===== src/rtl/execute_ldst_pkg.sv =====
// Shared types and constants for the execute-stage load/store sequencer.
// Imported by the sequencer top and its load alignment helper.
package execute_ldst_pkg;

   typedef enum logic [2:0] {
      ST_IDLE  = 3'd0,
      ST_ISSUE = 3'd1,
      ST_WAIT  = 3'd2,
      ST_RESP  = 3'd3,
      ST_DRAIN = 3'd4
   } state_e;

   localparam logic [1:0] ORDER_BYTE    = 2'd0;
   localparam logic [1:0] ORDER_HALF    = 2'd1;
   localparam logic [1:0] ORDER_WORD    = 2'd2;
   localparam logic [1:0] ORDER_ILLEGAL = 2'd3;

   typedef struct packed {
      logic [31:0] data;
      logic [4:0]  destination;
      logic        spr_valid;
      logic [31:0] spr;
      logic        fault;
   } result_t;

   // An access with no enabled byte lanes or an illegal size never reaches memory.
   function automatic logic is_illegal(input logic [3:0] mask, input logic [1:0] order);
      return (mask == 4'h0) || (order == ORDER_ILLEGAL);
   endfunction

endpackage


===== src/rtl/execute_ldst_sequencer_if.sv =====
// Bundles the execute-calc command, DATAIO memory port and writeback result channels.
// slave = the sequencer, master = its surrounding pipeline and memory.
interface execute_ldst_sequencer_if;

   logic        prev_valid;
   logic        prev_busy;
   logic        prev_rw;
   logic [31:0] prev_addr;
   logic [31:0] prev_data;
   logic [1:0]  prev_order;
   logic [3:0]  prev_mask;
   logic [1:0]  prev_shift;
   logic        prev_spr_valid;
   logic [31:0] prev_spr;
   logic [4:0]  prev_destination;

   logic        dataio_req;
   logic        dataio_busy;
   logic        dataio_rw;
   logic [31:0] dataio_addr;
   logic [31:0] dataio_wdata;
   logic [1:0]  dataio_order;
   logic [3:0]  dataio_mask;
   logic        dataio_valid;
   logic [31:0] dataio_rdata;

   logic        next_valid;
   logic        next_busy;
   logic [31:0] next_data;
   logic [4:0]  next_destination;
   logic        next_spr_valid;
   logic [31:0] next_spr;
   logic        next_fault;

   modport slave (
      input  prev_valid, prev_rw, prev_addr, prev_data, prev_order, prev_mask,
             prev_shift, prev_spr_valid, prev_spr, prev_destination,
             dataio_busy, dataio_valid, dataio_rdata, next_busy,
      output prev_busy, dataio_req, dataio_rw, dataio_addr, dataio_wdata,
             dataio_order, dataio_mask, next_valid, next_data, next_destination,
             next_spr_valid, next_spr, next_fault
   );

   modport master (
      output prev_valid, prev_rw, prev_addr, prev_data, prev_order, prev_mask,
             prev_shift, prev_spr_valid, prev_spr, prev_destination,
             dataio_busy, dataio_valid, dataio_rdata, next_busy,
      input  prev_busy, dataio_req, dataio_rw, dataio_addr, dataio_wdata,
             dataio_order, dataio_mask, next_valid, next_data, next_destination,
             next_spr_valid, next_spr, next_fault
   );

endinterface


===== src/rtl/execute_ldst_load_align.sv =====
// Right-aligns and zero-extends a raw memory word according to access size and lane.
// Purely combinational.
module execute_ldst_load_align
   import execute_ldst_pkg::*;
(
   input  logic [31:0] raw_word,
   input  logic [1:0]  order,
   input  logic [1:0]  shift,
   output logic [31:0] aligned_word
);

   logic [7:0]  byte_s;
   logic [15:0] half_s;

   // Lane select for byte and halfword loads.
   always_comb begin
      byte_s = 8'h00;
      case (shift)
         2'd0:    byte_s = raw_word[7:0];
         2'd1:    byte_s = raw_word[15:8];
         2'd2:    byte_s = raw_word[23:16];
         2'd3:    byte_s = raw_word[31:24];
         default: byte_s = 8'h00;
      endcase
      if (shift[1]) begin
         half_s = raw_word[31:16];
      end else begin
         half_s = raw_word[15:0];
      end
   end

   // Size-dependent zero extension.
   always_comb begin
      aligned_word = 32'h0000_0000;
      case (order)
         ORDER_BYTE: aligned_word = {24'h00_0000, byte_s};
         ORDER_HALF: aligned_word = {16'h0000, half_s};
         ORDER_WORD: aligned_word = raw_word;
         default:    aligned_word = 32'h0000_0000;
      endcase
   end

endmodule


===== src/rtl/execute_ldst_sequencer.sv =====
// Sequences a single outstanding load/store from execute onto the DATAIO port and
// returns the aligned result (or a fault) plus any pending SPR update to writeback.
module execute_ldst_sequencer
   import execute_ldst_pkg::*;
#(
   parameter int unsigned TIMEOUT_CYCLES = 256
) (
   input  logic                           iCLOCK,
   input  logic                           iRESET_SYNC,
   input  logic                           iFLUSH,
   execute_ldst_sequencer_if.slave        bus
);

   localparam int TIMER_W = (TIMEOUT_CYCLES == 0) ? 1 : $clog2(TIMEOUT_CYCLES + 1);

   state_e      state_r;
   state_e      state_nxt_s;
   logic        capture_s;
   logic        load_res_s;
   logic        timer_clr_s;
   logic        timeout_s;
   result_t     res_r;
   result_t     res_nxt_s;
   logic        busy_r;
   logic        req_r;
   logic        next_valid_r;
   logic        rw_r;
   logic [31:0] addr_r;
   logic [31:0] wdata_r;
   logic [1:0]  order_r;
   logic [1:0]  shift_r;
   logic [3:0]  mask_r;
   logic        spr_valid_r;
   logic [31:0] spr_r;
   logic [4:0]  dest_r;
   logic [31:0] aligned_s;

   execute_ldst_load_align u_align (
      .raw_word     (bus.dataio_rdata),
      .order        (order_r),
      .shift        (shift_r),
      .aligned_word (aligned_s)
   );

   // Next-state and result selection; a flush in WAIT still owes memory one response.
   always_comb begin
      state_nxt_s = state_r;
      capture_s   = 1'b0;
      load_res_s  = 1'b0;
      timer_clr_s = 1'b0;
      res_nxt_s   = '0;
      case (state_r)
         ST_IDLE: begin
            if (iFLUSH) begin
               state_nxt_s = ST_IDLE;
            end else if (bus.prev_valid) begin
               capture_s = 1'b1;
               if (is_illegal(bus.prev_mask, bus.prev_order)) begin
                  state_nxt_s           = ST_RESP;
                  load_res_s            = 1'b1;
                  res_nxt_s.data        = 32'h0000_0000;
                  res_nxt_s.destination = bus.prev_destination;
                  res_nxt_s.spr_valid   = bus.prev_spr_valid;
                  res_nxt_s.spr         = bus.prev_spr;
                  res_nxt_s.fault       = 1'b1;
               end else begin
                  state_nxt_s = ST_ISSUE;
               end
            end else begin
               state_nxt_s = ST_IDLE;
            end
         end
         ST_ISSUE: begin
            if (iFLUSH) begin
               state_nxt_s = ST_IDLE;
            end else if (!bus.dataio_busy) begin
               state_nxt_s = ST_WAIT;
               timer_clr_s = 1'b1;
            end else begin
               state_nxt_s = ST_ISSUE;
            end
         end
         ST_WAIT: begin
            res_nxt_s.destination = dest_r;
            res_nxt_s.spr_valid   = spr_valid_r;
            res_nxt_s.spr         = spr_r;
            if (iFLUSH) begin
               // A response or timeout landing with the flush leaves nothing to drain.
               if (bus.dataio_valid || timeout_s) begin
                  state_nxt_s = ST_IDLE;
               end else begin
                  state_nxt_s = ST_DRAIN;
               end
            end else if (bus.dataio_valid) begin
               state_nxt_s     = ST_RESP;
               load_res_s      = 1'b1;
               res_nxt_s.data  = rw_r ? 32'h0000_0000 : aligned_s;
               res_nxt_s.fault = 1'b0;
            end else if (timeout_s) begin
               state_nxt_s     = ST_RESP;
               load_res_s      = 1'b1;
               res_nxt_s.data  = 32'h0000_0000;
               res_nxt_s.fault = 1'b1;
            end else begin
               state_nxt_s = ST_WAIT;
            end
         end
         ST_RESP: begin
            if (iFLUSH || !bus.next_busy) begin
               state_nxt_s = ST_IDLE;
            end else begin
               state_nxt_s = ST_RESP;
            end
         end
         ST_DRAIN: begin
            if (bus.dataio_valid || timeout_s) begin
               state_nxt_s = ST_IDLE;
            end else begin
               state_nxt_s = ST_DRAIN;
            end
         end
         default: begin
            state_nxt_s = ST_IDLE;
         end
      endcase
   end

   // State, registered handshake outputs, captured command and result.
   always_ff @(posedge iCLOCK) begin
      if (iRESET_SYNC) begin
         state_r      <= ST_IDLE;
         busy_r       <= 1'b0;
         req_r        <= 1'b0;
         next_valid_r <= 1'b0;
         rw_r         <= 1'b0;
         addr_r       <= 32'h0000_0000;
         wdata_r      <= 32'h0000_0000;
         order_r      <= 2'd0;
         shift_r      <= 2'd0;
         mask_r       <= 4'h0;
         spr_valid_r  <= 1'b0;
         spr_r        <= 32'h0000_0000;
         dest_r       <= 5'd0;
         res_r        <= '0;
      end else begin
         state_r      <= state_nxt_s;
         busy_r       <= (state_nxt_s != ST_IDLE);
         req_r        <= (state_nxt_s == ST_ISSUE);
         next_valid_r <= (state_nxt_s == ST_RESP);
         if (capture_s) begin
            rw_r        <= bus.prev_rw;
            addr_r      <= bus.prev_addr;
            wdata_r     <= bus.prev_data;
            order_r     <= bus.prev_order;
            shift_r     <= bus.prev_shift;
            mask_r      <= bus.prev_mask;
            spr_valid_r <= bus.prev_spr_valid;
            spr_r       <= bus.prev_spr;
            dest_r      <= bus.prev_destination;
         end
         if (load_res_s) begin
            res_r <= res_nxt_s;
         end
      end
   end

   generate
      if (TIMEOUT_CYCLES != 0) begin : g_timer
         logic [TIMER_W-1:0] timer_r;

         // Counts cycles spent waiting on memory, including while draining after a flush.
         always_ff @(posedge iCLOCK) begin
            if (iRESET_SYNC) begin
               timer_r <= '0;
            end else if (timer_clr_s) begin
               timer_r <= '0;
            end else if ((state_r == ST_WAIT) || (state_r == ST_DRAIN)) begin
               timer_r <= timer_r + TIMER_W'(1);
            end else begin
               timer_r <= timer_r;
            end
         end

         assign timeout_s = ((state_r == ST_WAIT) || (state_r == ST_DRAIN)) &&
                            (timer_r == TIMER_W'(TIMEOUT_CYCLES - 1));
      end else begin : g_no_timer
         assign timeout_s = 1'b0;
      end
   endgenerate

   assign bus.prev_busy        = busy_r;
   assign bus.dataio_req       = req_r;
   assign bus.dataio_rw        = rw_r;
   assign bus.dataio_addr      = addr_r;
   assign bus.dataio_wdata     = wdata_r;
   assign bus.dataio_order     = order_r;
   assign bus.dataio_mask      = mask_r;
   assign bus.next_valid       = next_valid_r;
   assign bus.next_data        = res_r.data;
   assign bus.next_destination = res_r.destination;
   assign bus.next_spr_valid   = res_r.spr_valid;
   assign bus.next_spr         = res_r.spr;
   assign bus.next_fault       = res_r.fault;

endmodule


===== src/flat_wrapper.sv =====
// flat-port wrapper written by rule: the top's interface ports become plain ports
module execute_ldst_sequencer_flat import execute_ldst_pkg::*;
#(
   parameter int unsigned TIMEOUT_CYCLES = 256
)
  (iCLOCK, iRESET_SYNC, iFLUSH, bus_prev_valid, bus_prev_rw, bus_prev_addr, bus_prev_data, bus_prev_order, bus_prev_mask, bus_prev_shift, bus_prev_spr_valid, bus_prev_spr, bus_prev_destination, bus_dataio_busy, bus_dataio_valid, bus_dataio_rdata, bus_next_busy, bus_prev_busy, bus_dataio_req, bus_dataio_rw, bus_dataio_addr, bus_dataio_wdata, bus_dataio_order, bus_dataio_mask, bus_next_valid, bus_next_data, bus_next_destination, bus_next_spr_valid, bus_next_spr, bus_next_fault);
  execute_ldst_sequencer_if bus_i ();
  input  logic iCLOCK;
  input  logic iRESET_SYNC;
  input  logic iFLUSH;
  input wire logic [$bits(bus_i.prev_valid)-1:0] bus_prev_valid;
  input wire logic [$bits(bus_i.prev_rw)-1:0] bus_prev_rw;
  input wire logic [$bits(bus_i.prev_addr)-1:0] bus_prev_addr;
  input wire logic [$bits(bus_i.prev_data)-1:0] bus_prev_data;
  input wire logic [$bits(bus_i.prev_order)-1:0] bus_prev_order;
  input wire logic [$bits(bus_i.prev_mask)-1:0] bus_prev_mask;
  input wire logic [$bits(bus_i.prev_shift)-1:0] bus_prev_shift;
  input wire logic [$bits(bus_i.prev_spr_valid)-1:0] bus_prev_spr_valid;
  input wire logic [$bits(bus_i.prev_spr)-1:0] bus_prev_spr;
  input wire logic [$bits(bus_i.prev_destination)-1:0] bus_prev_destination;
  input wire logic [$bits(bus_i.dataio_busy)-1:0] bus_dataio_busy;
  input wire logic [$bits(bus_i.dataio_valid)-1:0] bus_dataio_valid;
  input wire logic [$bits(bus_i.dataio_rdata)-1:0] bus_dataio_rdata;
  input wire logic [$bits(bus_i.next_busy)-1:0] bus_next_busy;
  output wire logic [$bits(bus_i.prev_busy)-1:0] bus_prev_busy;
  output wire logic [$bits(bus_i.dataio_req)-1:0] bus_dataio_req;
  output wire logic [$bits(bus_i.dataio_rw)-1:0] bus_dataio_rw;
  output wire logic [$bits(bus_i.dataio_addr)-1:0] bus_dataio_addr;
  output wire logic [$bits(bus_i.dataio_wdata)-1:0] bus_dataio_wdata;
  output wire logic [$bits(bus_i.dataio_order)-1:0] bus_dataio_order;
  output wire logic [$bits(bus_i.dataio_mask)-1:0] bus_dataio_mask;
  output wire logic [$bits(bus_i.next_valid)-1:0] bus_next_valid;
  output wire logic [$bits(bus_i.next_data)-1:0] bus_next_data;
  output wire logic [$bits(bus_i.next_destination)-1:0] bus_next_destination;
  output wire logic [$bits(bus_i.next_spr_valid)-1:0] bus_next_spr_valid;
  output wire logic [$bits(bus_i.next_spr)-1:0] bus_next_spr;
  output wire logic [$bits(bus_i.next_fault)-1:0] bus_next_fault;
  assign bus_i.prev_valid = bus_prev_valid;
  assign bus_i.prev_rw = bus_prev_rw;
  assign bus_i.prev_addr = bus_prev_addr;
  assign bus_i.prev_data = bus_prev_data;
  assign bus_i.prev_order = bus_prev_order;
  assign bus_i.prev_mask = bus_prev_mask;
  assign bus_i.prev_shift = bus_prev_shift;
  assign bus_i.prev_spr_valid = bus_prev_spr_valid;
  assign bus_i.prev_spr = bus_prev_spr;
  assign bus_i.prev_destination = bus_prev_destination;
  assign bus_i.dataio_busy = bus_dataio_busy;
  assign bus_i.dataio_valid = bus_dataio_valid;
  assign bus_i.dataio_rdata = bus_dataio_rdata;
  assign bus_i.next_busy = bus_next_busy;
  assign bus_prev_busy = bus_i.prev_busy;
  assign bus_dataio_req = bus_i.dataio_req;
  assign bus_dataio_rw = bus_i.dataio_rw;
  assign bus_dataio_addr = bus_i.dataio_addr;
  assign bus_dataio_wdata = bus_i.dataio_wdata;
  assign bus_dataio_order = bus_i.dataio_order;
  assign bus_dataio_mask = bus_i.dataio_mask;
  assign bus_next_valid = bus_i.next_valid;
  assign bus_next_data = bus_i.next_data;
  assign bus_next_destination = bus_i.next_destination;
  assign bus_next_spr_valid = bus_i.next_spr_valid;
  assign bus_next_spr = bus_i.next_spr;
  assign bus_next_fault = bus_i.next_fault;
  execute_ldst_sequencer #(.TIMEOUT_CYCLES(TIMEOUT_CYCLES)) u_core (.iCLOCK(iCLOCK), .iRESET_SYNC(iRESET_SYNC), .iFLUSH(iFLUSH), .bus(bus_i));
endmodule

===== config.mk =====
export PLATFORM = sky130hd
export DESIGN_NAME = execute_ldst_sequencer_flat
export DESIGN_NICKNAME = d
export VERILOG_FILES = /design/src/rtl/execute_ldst_pkg.sv /design/src/rtl/execute_ldst_sequencer_if.sv /design/src/rtl/execute_ldst_load_align.sv /design/src/rtl/execute_ldst_sequencer.sv /design/src/flat_wrapper.sv
export SDC_FILE = /design/constraint.sdc
export NUM_CORES = 1
export LEC_CHECK = 0
export CAP_MARGIN = 30
export CORE_ASPECT_RATIO = 2
export CORE_MARGIN = 3
export CORE_UTILIZATION = 30
export CTS_BUF_LIST = sky130_fd_sc_hd__clkbuf_4
export CTS_CLUSTER_DIAMETER = 120
export CTS_CLUSTER_SIZE = 24
export DETAILED_ROUTE_END_ITERATION = 7
export PLACE_DENSITY = 0.61
export SLEW_MARGIN = 0
export SYNTH_ARGS = -nofsm -noshare
export SYNTH_HDL_FRONTEND = slang
export SYNTH_SLANG_ARGS = --single-unit

===== constraint.sdc =====
create_clock -name iCLOCK -period 5.5 [get_ports iCLOCK]
set_input_delay 1.1 -clock iCLOCK [delete_from_list [all_inputs] [get_ports iCLOCK]]
set_output_delay 1.1 -clock iCLOCK [all_outputs]
set_load 0.01 [all_outputs]

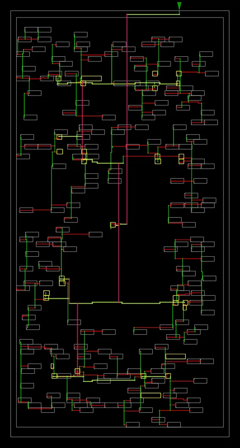
Figure 1: the clock network.
worst clock skew on the final layout: 0.0186 ns
sequential cell count: 197

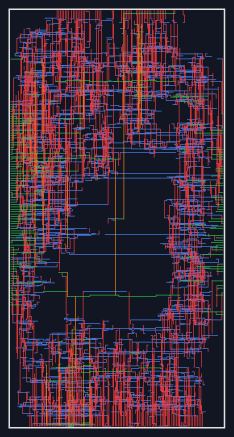
Figure 2: routed metal, one color a layer.
- met1: blue (wire length 10,300 µm)
- met4: orange (wire length 1,050 µm)
- met2: red (wire length 15,000 µm)
- met3: green (wire length 1,570 µm)

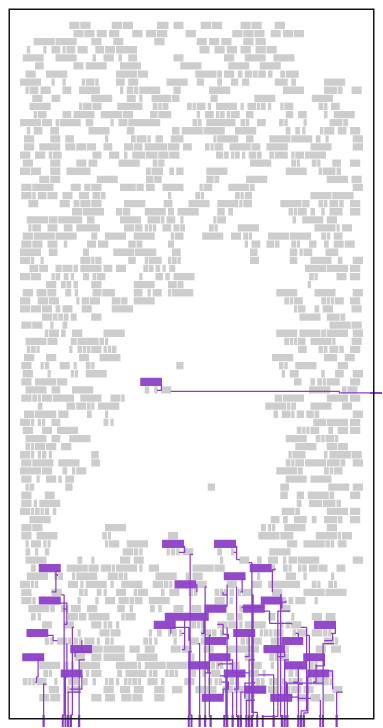
Figure 3: nets reached from selected ports.
- `bus_dataio_addr`: purple (bits 32; direction output; edge 31 bottom, 1 right; end cells 32; buffers 32; wire 1,180 µm)

==> final cells by class <==
class	count	area [µm²]	share of cell area, %
repair buffers	307	3070	26.8
flip-flops and latches	197	3940	34.4
well taps	344	430	3.76
multi-input cells	635	3690	32.2
inverters	3	11.3	0.0984
diodes	2	5.00	0.0437
clock inverters	12	155	1.36
clock buffers	19	143	1.25
==> worst max-delay path: cells and delay by family <==
kind	cells	cell delay, ns
and+or+nand+nor	2	1.16
buffers and inverters	3	1.09
AOI/OAI and AO/OA	2	0.20
==> metrics by stage <==
stage,util (%),instance area [µm²]
after global routing,43.4,11400
after global placement,42.1,11100
after CTS,43.3,11400
after floorplan,-,8060
final,43.4,11400
after detailed placement,42.2,11100
==> flow_results.xml <==
<?xml version="1.0" encoding="UTF-8"?>
<metrics>
  <group name="status">
    <metric name="run_status" unit="">complete, no violations</metric>
  </group>
  <group name="logic_synthesis">
    <metric name="synth-main-ff-cell" unit="">dfxtp_1</metric>
    <metric name="cell_area_after_synthesis" unit="µm²">8060</metric>
    <metric name="top_area_cell" unit="">dfxtp_1</metric>
    <metric name="synth.top_cell.area_share" unit="%">49.0</metric>
    <metric name="synth_top_cell_by_count" unit="">nand2_1</metric>
    <metric name="synth-warning-count" unit="">0</metric>
    <metric name="ys_types" unit="">52</metric>
    <metric name="numSynthFlops" unit="">197</metric>
    <metric name="synthesis.area_per_instance" unit="µm²">8.76</metric>
    <metric name="synthesis.nets" unit="">1072</metric>
    <metric name="synth.yosys.num_cells" unit="">920</metric>
    <metric name="synthTopCellsByCount" unit="">nand2_1 (234), dfxtp_1 (197), a21oi_1 (117), a32oi_1 (62), nor3_1 (46)</metric>
    <metric name="xor_share" unit="%">0.870</metric>
    <metric name="ys_seq_share" unit="%">49.0</metric>
    <metric name="synth-simple-area-share" unit="%">19.0</metric>
    <metric name="adder_share" unit="%">0.311</metric>
    <metric name="asyncSetResetFlopFracSynth" unit="%">0</metric>
    <metric name="post_synth_mux_share" unit="%">2.59</metric>
    <metric name="compound_area_share" unit="%">22.9</metric>
    <metric name="logic_family" unit="">AND-OR/OR-AND gates</metric>
    <metric name="ys_chip_area" unit="µm²">8060</metric>
    <metric name="syn_inst" unit="">920</metric>
    <metric name="synth-edff-count" unit="">0</metric>
    <metric name="synth.area.top_cells" unit="">dfxtp_1 (49%), nand2_1 (11%), a21oi_1 (7.3%), a32oi_1 (6.7%), a211oi_2 (3.1%)</metric>
  </group>
  <group name="floorplanning">
    <metric name="die_size" unit="µm²">29000</metric>
    <metric name="initial_utilization" unit="%">30.5</metric>
    <metric name="die-height" unit="µm">238</metric>
    <metric name="standard_cell_row_count" unit="">84</metric>
    <metric name="io_pins" unit="">295</metric>
    <metric name="die_w" unit="µm">122</metric>
    <metric name="core_area" unit="µm²">26400</metric>
  </group>
  <group name="layout">
    <metric name="top_cells_excl_fill_tap" unit="">clkdlybuf4s50_1 (293), nand2_1 (232), dfxtp_1 (197)</metric>
    <metric name="area_delta_synth_final" unit="%">42.1</metric>
    <metric name="final_common_cell" unit="">clkdlybuf4s50_1</metric>
    <metric name="drive_gt1_share" unit="%">6.91</metric>
    <metric name="final_cell_count_no_fill" unit="">1519</metric>
    <metric name="nets" unit="">1313</metric>
    <metric name="layout.filler_cells" unit="">2609</metric>
  </group>
  <group name="sta">
    <metric name="final-hold-violation-count" unit="">0</metric>
    <metric name="finalSetupViolCount" unit="">0</metric>
    <metric name="final.hold.worst_slack" unit="ns">0.461</metric>
    <metric name="rsz_0062_raised_after_global_routing" unit="">false</metric>
    <metric name="worstMarginPinSlew" unit="ns">1.02</metric>
    <metric name="finalSetupTns" unit="ns">0</metric>
    <metric name="period_minus_slack" unit="ns">3.12</metric>
    <metric name="post_layout_period_usage_of_the_worst_path" unit="%">56.7</metric>
    <metric name="max_clock_freq" unit="MHz">320</metric>
    <metric name="slew_headroom" unit="%">31.9</metric>
    <metric name="postLayoutSetupSlackWorst" unit="ns">2.38</metric>
    <metric name="slew_violations" unit="">0</metric>
  </group>
  <group name="power">
    <metric name="pwr.group.combinational" unit="W">0.000468</metric>
    <metric name="p_comb_share" unit="%">16.5</metric>
    <metric name="irDropWorstVdd" unit="mV">0.166</metric>
    <metric name="power-top-group" unit="">registers</metric>
    <metric name="netSwitchingFraction" unit="%">27.5</metric>
    <metric name="p_per_area" unit="nW/µm²">247</metric>
    <metric name="power_clock" unit="W">0.000835</metric>
    <metric name="intPower" unit="W">0.00205</metric>
    <metric name="total_power" unit="W">0.00283</metric>
    <metric name="power.share.clock" unit="%">29.5</metric>
    <metric name="power_switching" unit="W">0.000777</metric>
    <metric name="power.static_leakage" unit="nW">3.75</metric>
    <metric name="seq-power" unit="W">0.00153</metric>
    <metric name="power_frac_seq" unit="%">53.9</metric>
  </group>
  <group name="worst_hold_path">
    <metric name="class_of_the_tightest_hold_or_removal_check" unit="">reg2reg</metric>
    <metric name="min_from" unit="">u_core.bus.dataio_addr[31]$_SDFFE_PP0P_</metric>
    <metric name="holdPathStages" unit="">2</metric>
    <metric name="timing.hold.worst_endpoint" unit="">u_core.bus.dataio_addr[31]$_SDFFE_PP0P_</metric>
  </group>
  <group name="detailed_routing">
    <metric name="detail_route.first_pass.iterations" unit="">5</metric>
    <metric name="route.top_layer_used" unit="">met4</metric>
    <metric name="routedLengthMet1" unit="mm">10.3</metric>
    <metric name="vias_per_cell" unit="">5.10</metric>
    <metric name="antenna_violating_nets_post_route" unit="">0</metric>
    <metric name="wire_per_inst" unit="µm">18.4</metric>
    <metric name="vias" unit="">7741</metric>
    <metric name="dr.first_iter.drc_count" unit="">407</metric>
    <metric name="post-route-drc-count" unit="">0</metric>
    <metric name="met2_length" unit="mm">15.0</metric>
    <metric name="drt-total-wl" unit="mm">28.0</metric>
    <metric name="met3RoutedLength" unit="mm">1.57</metric>
  </group>
  <group name="global_route">
    <metric name="grt_util_met1" unit="%">20.7</metric>
    <metric name="grt-ovfl-total" unit="">0</metric>
    <metric name="grt_max_degree" unit="">115</metric>
    <metric name="gr_busiest_metal" unit="">met2</metric>
    <metric name="grt_usage" unit="%">19.2</metric>
    <metric name="use_met2" unit="%">34.5</metric>
    <metric name="vias_in_the_first_global_route" unit="">7534</metric>
    <metric name="grt_first_pass_wirelength" unit="mm">42.9</metric>
    <metric name="antenna_found_initial" unit="">2</metric>
    <metric name="met3_grt_util" unit="%">5.36</metric>
  </group>
  <group name="worst_setup_path">
    <metric name="startpoint" unit="">bus_prev_mask[1]</metric>
    <metric name="crit_top_cell" unit="">buf_4</metric>
    <metric name="max_stage_delay" unit="ns">0.61</metric>
    <metric name="timing.critical_path.slowest_stage_cell" unit="">nand2_2</metric>
    <metric name="setup_crit_end" unit="">u_core.bus.next_spr[25]$_SDFFE_PP0P_</metric>
    <metric name="critical_path_class" unit="">in2reg</metric>
    <metric name="cp_data_required_time" unit="ns">5.98</metric>
    <metric name="cell_chain_of_the_critical_path" unit="">clkdlybuf4s50_1 &gt; nor4_2 &gt; o211ai_2 &gt; buf_4 &gt; nand2_2 &gt; buf_4 &gt; a211oi_2</metric>
    <metric name="cp_max_fo" unit="">28</metric>
    <metric name="endpoint_type_of_the_worst_setup_path" unit="">register</metric>
    <metric name="worst-r2r-cell-count" unit="">9</metric>
    <metric name="worstSetupStartpointType" unit="">primary input</metric>
    <metric name="worst_r2r_startpoint" unit="">u_core.g_timer.timer_r[0]$_SDFFE_PP0P_</metric>
    <metric name="worst_path_arrival_time" unit="ns">3.60</metric>
    <metric name="setup_slack_on_the_worst_flop_to_flop_path" unit="ns">2.84</metric>
    <metric name="rr_endpoint" unit="">u_core.bus.next_spr[25]$_SDFFE_PP0P_</metric>
  </group>
  <group name="clock_tree">
    <metric name="cts-resized-gates" unit="">0</metric>
    <metric name="cts_root_buffer" unit="">clkbuf_4</metric>
    <metric name="cts_htree_levels" unit="">4</metric>
    <metric name="max-clock-path-buffers" unit="">2</metric>
    <metric name="postCtsSetupBuffers" unit="">0</metric>
    <metric name="cts_hold_buffers" unit="">0</metric>
    <metric name="cts_tree" unit="">yes</metric>
    <metric name="clock_insertion_delay_worst_skew" unit="ns">0.62</metric>
    <metric name="cts.sink_count" unit="">197</metric>
    <metric name="clock_transition_at_the_registers_of_the_reported_paths" unit="ns">0.15</metric>
    <metric name="cts-buffers-inserted" unit="">17</metric>
  </group>
  <group name="flow_run">
    <metric name="warnings" unit="">28</metric>
    <metric name="max_cap_viol_count" unit="">0</metric>
  </group>
  <group name="place">
    <metric name="buffer_ports.inserted" unit="">294</metric>
    <metric name="dp_cell_count" unit="">1485</metric>
    <metric name="detailedPlacementHpwl" unit="mm">19.7</metric>
    <metric name="routabilityCongestion" unit="">0.859</metric>
    <metric name="dpl_worst_slack" unit="ns">1.73</metric>
  </group>
</metrics>
Power figures rest on the tool's default switching activity, not on a simulated workload.
